==> config.mk <==
export PLATFORM = sky130hd
export DESIGN_NAME = locked_register_bank
export DESIGN_NICKNAME = d
export VERILOG_FILES = /design/src/rtl/locked_register_bank.sv
export SDC_FILE = /design/constraint.sdc
export NUM_CORES = 1
export LEC_CHECK = 0
export ABC_AREA = 1
export CAP_MARGIN = 20
export CORE_ASPECT_RATIO = 0.75
export CORE_MARGIN = 4
export CORE_UTILIZATION = 56
export DETAILED_ROUTE_END_ITERATION = 8
export DONT_BUFFER_PORTS = 1
export GPL_ROUTABILITY_DRIVEN = 0
export HOLD_SLACK_MARGIN = 0.1
export MAX_ROUTING_LAYER = met4
export PLACE_DENSITY = 0.72
export SYNTH_ARGS = -nofsm -noshare
export SYNTH_HDL_FRONTEND = slang
export SYNTH_SLANG_ARGS = --single-unit
export TNS_END_PERCENT = 30
==> constraint.sdc <==
create_clock -name Clk -period 2.46 [get_ports Clk]
set_input_delay 0.246 -clock Clk [delete_from_list [all_inputs] [get_ports Clk]]
set_output_delay 0.246 -clock Clk [all_outputs]
set_load 0.005 [all_outputs]
run_1/wires.png
(3 px per µm)
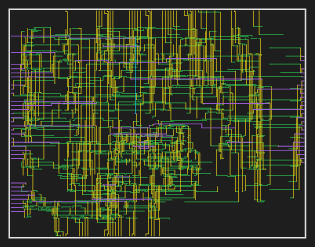
Cyan is metal 4, wire length 25.2 µm. Yellow is metal 2, wire length 3,750 µm. Green is metal 1, wire length 3,080 µm. Purple is metal 3, wire length 635 µm.
Tot GR Track Use: 21.36%
DR vias: 2,227
final wirelength: 7489 µm
DR WL/cell: 17.62 µm

run_1/logic_types.png
(3 px per µm)
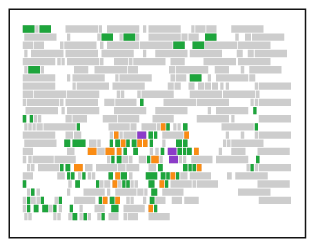
Orange is aoi and oai cells, cells 20. Purple is xor and xnor cells, cells 3. Green is nand cells, cells 79.
dominant logic cell type in the layout: nor2_1
Comb/total area: 25.84%

run_1/clk_routes.png
(4 px per µm)
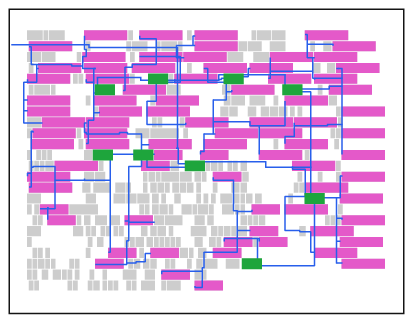
Blue is clock wires, length 923 µm. Green is clock drivers, count 9. Magenta is flip-flops, count 81.
Position of the flops: all over the die. There are 10 routed clock nets.
clock power share: 31.9%
skew final: 5.950 ps
Power Clock: 817 µW
Late-Pin Clk Latency: 340 ps

==> summary.txt, run 1 <==
impl run done, here's what came out: worst vdd ir 414.5 µV, WS Path Type reg2reg, largest net degree at the start of global routing 18, final setup margin about 400 ps, Cells after Synth around 320, clock root buffer clkbuf_8, DP HPWL 5060 µm, ant diodes 0, syn nets between 300 and 400, Die W around 98 µm, Max Clock Freq 0.4844 GHz, crit-path cells inv_2 > nor2_2 > inv_2 > nand2_2 > nand2_4 > nor2_8 > buf_4 > nand2_1 > nor2_1, vias in the first global route roughly 2,100, Tightest Pin Transition roughly 600 ps, GR met1 Demand/Resource between 20% and 30%, placement-stage worst setup slack about 280 ps, WHS Path Cells 3, Leak about 0.0016 µW, initial antenna violation count 0, Synth Seq Share 66.13%, total gr overflow 0, tool warnings 26, setup TNS 0 ps, Largest register FFs about 64, H-tree depth 3, worst min path class in2reg, Final setup viols 0, CTS tree done, required time worst endpoint 2640 ps, post-route ant nets 0, yosys stat area 0.003421 mm², CTS sink cnt 81, GRT Max-Usage Layer met2, floorplan core area 0.005856 mm², share of layout cells above drive strength 1 roughly 17%, DIE AREA 0.007436 mm², Final min period between 2000 and 2500 ps, clk buf depth 2, port bufs 0, post-CTS setup buffer count 0, cycle use final between 80% and 90%, DRC 0, max-cap violations 0, slew margin rel. 59.76%, reg2reg setup slack a little under 400 ps, Worst-path clk slew approximately 80 ps, Top cells by area edfxtp_1 (56%), dfxtp_1 (9.9%), nor2_1 (7.6%), Reg2Reg Depth 9, Post-Syn Area between 0.003 and 0.004 mm², Fillers 452, warning count from the yosys run 0, Area leader share ~56%, I/O pins ~120, drt initial violations roughly 140, GRT met3 Usage 8.600%, Synth cell types 28, RSZ-0062 raised after global routing false, Hold Fails Final Rpt 0, Num CTS Buffers 9, power density cells approximately 660 mW/mm², final core occ 66.07%, Yosys top cell by area edfxtp_1, slowest CP cell dfxtp_1, cell mode on critical path inv_2, CP max stage delay 390 ps, # Cells Yosys 317, register bit total from synthesis approximately 81, std cell rows 24, Area growth syn-to-layout 13.09%, syn_area_per_cell ~11 µm², first-pass GRT wire length about 11,000 µm, fp util between 50% and 60%, drt via density 5.240, Die Y 75.69 µm, max-slew violation count 0, status complete, no violations, crit end category flip-flop, worst endpoint data arrival time 2240 ps, Setup crit start kind flip-flop, M2 GR Usage 33.18%, drt first pass iters 4, Final #Nets between 300 and 400, CP Max Fanout 16
-- run 1: kinds of logic (layout without fill, tap and decap cells) --
logic type | after synthesis | after routing | synth area share (%)
AND/OR/NAND/NOR | 170 | 170 | 24.32
flip-flops | 81 | 81 | 66.13
buffers and inverters | 41 | 71 | 5.048
AND-OR/OR-AND | 20 | 20 | 2.999
XOR/XNOR | 3 | 3 | 0.7682
adder cells (fa/ha/maj) | 2 | 2 | 0.7314
-- run 1: Yosys cell counts --
cell type	count
a21oi_1	12
buf_12	1
buf_2	2
clkbuf_1	5
clkinv_1	2
dfxtp_1	17
edfxtp_1	64
ha_1	2
inv_1	28
inv_2	3
nand2_1	43
nand2_2	2
nand2_4	10
nand3_1	19
nand3b_1	1
nand4_1	3
nand4_2	1
nor2_1	69
nor2_2	15
nor2_8	1
nor3_1	1
nor3b_1	2
o21ai_0	7
o21bai_1	1
or2_1	1
or2_2	2
xnor2_1	1
xor2_1	2
-- run 1: per-layer routing --
layer	vias up	part of all wire (%)	wire, µm
met1	1036	41	3075
met4	0	0.33	25
li1	1089	-	-
met5	-	0	0
met3	2	8.5	634
met2	100	50	3753
-- run 1: worst max-delay path, delay by kind of cell, from the launching register on --
family / cells / cell delay (ps)
and+or+nand+nor: 6 / 940
buffers and inverters: 3 / 540
DFF: 1 / 390
-- run 1: what timing repair did --
item / 4_1_cts / 5_1_grt
resized: 0 / 1
endpoints found under the setup margin: 0 / 4
hold endpoints to repair: 20 / 0
hold buffers: 16 / 0
-- run 1: report_power, final --
part	leakage, µW	internal (µW)	switching, µW
Sequential	0.000822	1540	36.7
Clock	0.0000745	353	464
Combinational	0.000677	55.7	114
-- run 1: layout make-up --
| class | count | area [µm²] | area share (%) |
|---|---|---|---|
| sequential | 81 | 2262 | 58.47 |
| multi-input combinational | 195 | 999.7 | 25.84 |
| clock inverter | 6 | 36.28 | 0.9379 |
| timing repair buffer | 23 | 225.2 | 5.821 |
| inverter | 33 | 123.9 | 3.202 |
| clock buffer | 9 | 123.9 | 3.202 |
| tap | 78 | 97.59 | 2.523 |
-- run 1: through the flow --
step	hold WS, ps	area, µm²	instances	power (µW)
finish	135.6	3869	425	2563
global route	158.0	3869	425	2664
CTS	126.0	3866	425	2579
detailed placement	319.9	3546	394	1751
global placement	316.9	3546	394	1748
floorplan	315.1	3421	317	1697
-- run 1: placed cells by master, fill, tap and decap left out, types with 3 or more instances in the layout --
cell type,Yosys,final
nor2_1,69,69
edfxtp_1,64,64
nand2_1,43,42
inv_1,28,28
nand3_1,19,19
dfxtp_1,17,17
dlygate4sd3_1,0,16
nor2_2,15,15
a21oi_1,12,12
nand2_4,10,10
clkbuf_8,0,9
buf_4,0,6
o21ai_0,7,4
inv_2,3,3
nand2_2,2,3
clkinv_1,2,3
o21ai_2,0,3
nand4_1,3,3
clkinvlp_4,0,3
--- run 2 (diff from run 1) ---
clock period = 1.75 ns   (was 2.46 ns; I/O delays follow)
run_2/clk_routes.png
(4 px per µm)
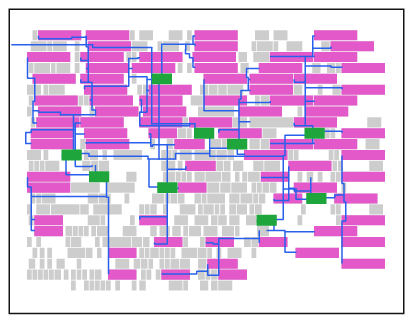
Magenta is flip-flops, count 81. Green is clock drivers, count 9. Blue is clock wires, length 867 µm.
There are 10 routed clock nets. Position of the flops: all over the die.
clock power share: 34.2%
skew final: 6.803 ps
Power Clock: 1290 µW

run_2/logic_types.png
(3 px per µm)
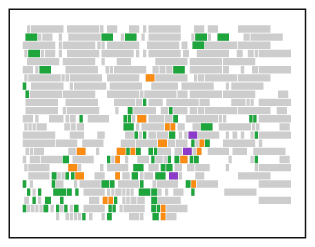
Purple is xor and xnor cells, cells 3. Orange is aoi and oai cells, cells 20. Green is nand cells, cells 79.
Non-Filler Instances: 448
Comb/total area: 25.42%

run_2/wires.png
(3 px per µm)
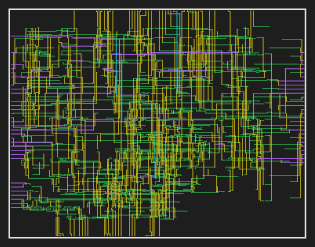
final wirelength: 8039 µm
DR vias: 2,383

==> run 2 against run 1 <==
Net effect: the run now ends with negative setup slack left; die size did not move; clock skew rose by 0.85 ps; clock-buffer cell count increased by 1.
==> summary.txt, run 2 <==
impl run done, here's what came out: power density cells 897.6 mW/mm² (was 662.4 mW/mm²), Area leader share 56.18% (unchanged), drt first pass iters 5 (was 4), vias in the first global route 2,303 (was 2,119), Area growth syn-to-layout 23.30% (was 13.09%), status complete, but fails checks (was complete, no violations), syn_area_per_cell 10.79 µm² (unchanged), Sw Ratio 22.75% (was 23.97%), I/O pins 115 (unchanged), syn nets 363 (unchanged), initial antenna violation count 0 (unchanged), CP Max Fanout 8 (was 16), ant diodes 0 (unchanged), Top cells by area edfxtp_1 (56%), dfxtp_1 (9.9%), nor2_1 (7.6%) (unchanged), Yosys top cell by area edfxtp_1 (unchanged), dominant logic cell type in the layout nor2_1 (unchanged), Post-synth top cells nor2_1 (69), edfxtp_1 (64), nand2_1 (43) (unchanged), crit end category flip-flop (unchanged), fp util 58.42% (unchanged), first-pass GRT wire length 11,930 µm (was 11,440 µm), Late-Pin Clk Latency 340 ps (about the same), Worst-path clk slew 70 ps (was 80 ps), share of layout cells above drive strength 1 24.86% (was 17.00%), Synth cell types 28 (unchanged), WHS Path Cells 4 (was 3), Tot GR Track Use 22.06% (was 21.36%), max-cap violations 0 (unchanged), DP HPWL 5116 µm (was 5060 µm), Leak 0.001755 µW (was 0.001574 µW), worst endpoint data arrival time 2040 ps (was 2240 ps), tool warnings 29 (was 26), slew margin rel. 50.37% (was 59.76%), Hold Fails Final Rpt 0 (unchanged), drt via density 5.319 (was 5.240), H-tree depth 3 (unchanged), clk buf depth 2 (unchanged), required time worst endpoint 1980 ps (was 2640 ps), register bit total from synthesis 81 (unchanged), RSZ-0062 raised after global routing true (was false), CTS tree done (unchanged), Post-Syn Area 0.003421 mm² (unchanged), WS Path Type reg2reg (unchanged), sequential share of power 58.5% (was 61.5%), # Cells Yosys 317 (unchanged), port bufs 0 (unchanged), CTS sink cnt 81 (unchanged), drt initial violations 166 (was 143), DR WL/cell 17.94 µm (was 17.62 µm), DIE AREA 0.007436 mm² (unchanged), Die Y 75.69 µm (unchanged), Final setup viols 7 (was 0), Fillers 398 (was 452), warning count from the yosys run 0 (unchanged), total gr overflow 0 (unchanged), yosys stat area 0.003421 mm² (unchanged), Tightest Pin Transition 744.5 ps (was 603.0 ps), DRC 0 (unchanged), Reg2Reg Depth 12 (was 9), most instantiated logic cells after routing nor2_1 (68), edfxtp_1 (64), nand2_1 (39), inv_1 (28), dlygate4sd3_1 (23) (was nor2_1 (69), edfxtp_1 (64), nand2_1 (42), inv_1 (28), nand3_1 (19)), Post-DP Area 0.003674 mm² (was 0.003546 mm²), cycle use final 103.4% (was 83.92%), Internal 2925 µW (was 1948 µW), floorplan core area 0.005856 mm² (unchanged), fin area 0.004218 mm² (was 0.003869 mm²), failing checks negative setup slack, Final min period 1809 ps (was 2064 ps), Comb power frac 7.3% (was 6.6%), Max Clock Freq 0.5527 GHz (was 0.4844 GHz), asr flop ratio synth 0% (unchanged), max-slew violation count 0 (unchanged), CP max stage delay 360 ps (was 390 ps), slowest CP cell dfxtp_2 (was dfxtp_1), clock root buffer clkbuf_8 (unchanged), sw power 861.3 µW (was 614.4 µW), main flop type edfxtp_1 (unchanged), Synth top cell by count nor2_1 (unchanged), post-route ant nets 0 (unchanged), Largest register FFs 64 (unchanged), std cell rows 24 (unchanged), Num CTS Buffers 9 (unchanged), Cells after Synth 317 (unchanged), worst vdd ir 663.2 µV (was 414.5 µV), Die W 98.25 µm (unchanged), reg2reg setup slack -60 ps (was 400 ps), final setup margin -59.30 ps (was 395.6 ps), flip-flops with a built-in enable 64 (unchanged), largest net degree at the start of global routing 17 (was 18), Synth Seq Share 66.13% (unchanged), crit-path cells ha_4 > nand2_4 > nor2_4 > nand2_2 > nor3b_2 > ha_2 > nor2_1 > nand2_1 > nand2_2 > buf_6 > a21oi_2 > nor2_1 (was inv_2 > nor2_2 > inv_2 > nand2_2 > nand2_4 > nor2_8 > buf_4 > nand2_1 > nor2_1), Setup crit start kind flip-flop (unchanged), Final #Nets 412 (was 389), worst min path class in2reg (unchanged), placed cell count 406 (was 394)
-- run 2: cell counts after synthesis --
Identical to the previous run, type by type.
-- run 2: power by group through the flow --
stage	clock (µW)	combinational [µW]	sequential, µW
final	1290	276	2220
after global routing	1390	299	2230
after CTS	1320	270	2220
after detailed placement	0	218	2260
after global placement	0	213	2260
after floorplan	0	143	2240
-- run 2: cells by family (layout without fill, tap and decap cells) --
kind of cell	count (synthesis)	count (layout)	share of synthesized area (%)
AND/OR/NAND/NOR	170	170	24.32
buffers and inverters	41	94	5.048
flip-flops	81	81	66.13
adder cells (fa/ha/maj)	2	2	0.7314
AND-OR/OR-AND	20	20	2.999
XOR/XNOR	3	3	0.7682
-- run 2: critical path, delay by kind of cell (launching register included) --
kind,cells,cell delay [ps]
buffers and inverters,1,160
AND/OR/NAND/NOR,8,680
AND-OR/OR-AND,1,130
adder cells (fa/ha/maj),2,370
flip-flops,1,360
-- run 2: final cells by class --
class,instances,area (µm²),share of cell area (%)
sequential,81,2266,53.72
multi-input combinational,195,1072,25.42
timing repair buffer,46,473.0,11.21
clock buffer,10,127.6,3.026
inverter,33,123.9,2.937
tap,78,97.59,2.314
clock inverter,5,57.56,1.365
-- run 2: through the flow --
| stage | setup slack, ps | utilization [%] | hold WS (ps) | power, µW | TNS [ps] |
|---|---|---|---|---|---|
| 2_1_floorplan | -239.6 | - | 244.1 | 2385 | -15220 |
| 3_3_place_gp | -29.59 | 62.74 | 245.5 | 2473 | -139.5 |
| 3_5_place_dp | -137.2 | 62.74 | 251.1 | 2479 | -1035 |
| 4_1_cts | -16.03 | 71.13 | 120.7 | 3804 | -60.55 |
| 5_1_grt | -142.5 | 72.03 | 134.3 | 3917 | -1043 |
| 6_report | -59.30 | 72.03 | 131.9 | 3786 | -222.8 |
-- run 2: metal layers --
layer,wire [µm],part of all wire [%],track usage [%]
met1,3383,42,27.84
met2,3857,48,34.16
met3,669,8.3,7.594
met4,128,1.6,7.121
met5,0,0,-
-- run 2: what timing repair did --
action / in CTS / in global routing
hold buffers: 23 / 0
buffers inserted: 1 / 3
hold endpoints to repair: 54 / 0
cloned: 0 / 0
resized: 19 / 9
pin swaps: 12 / 10
endpoints found under the setup margin: 14 / 33
Power and IR drop assume default switching activity.
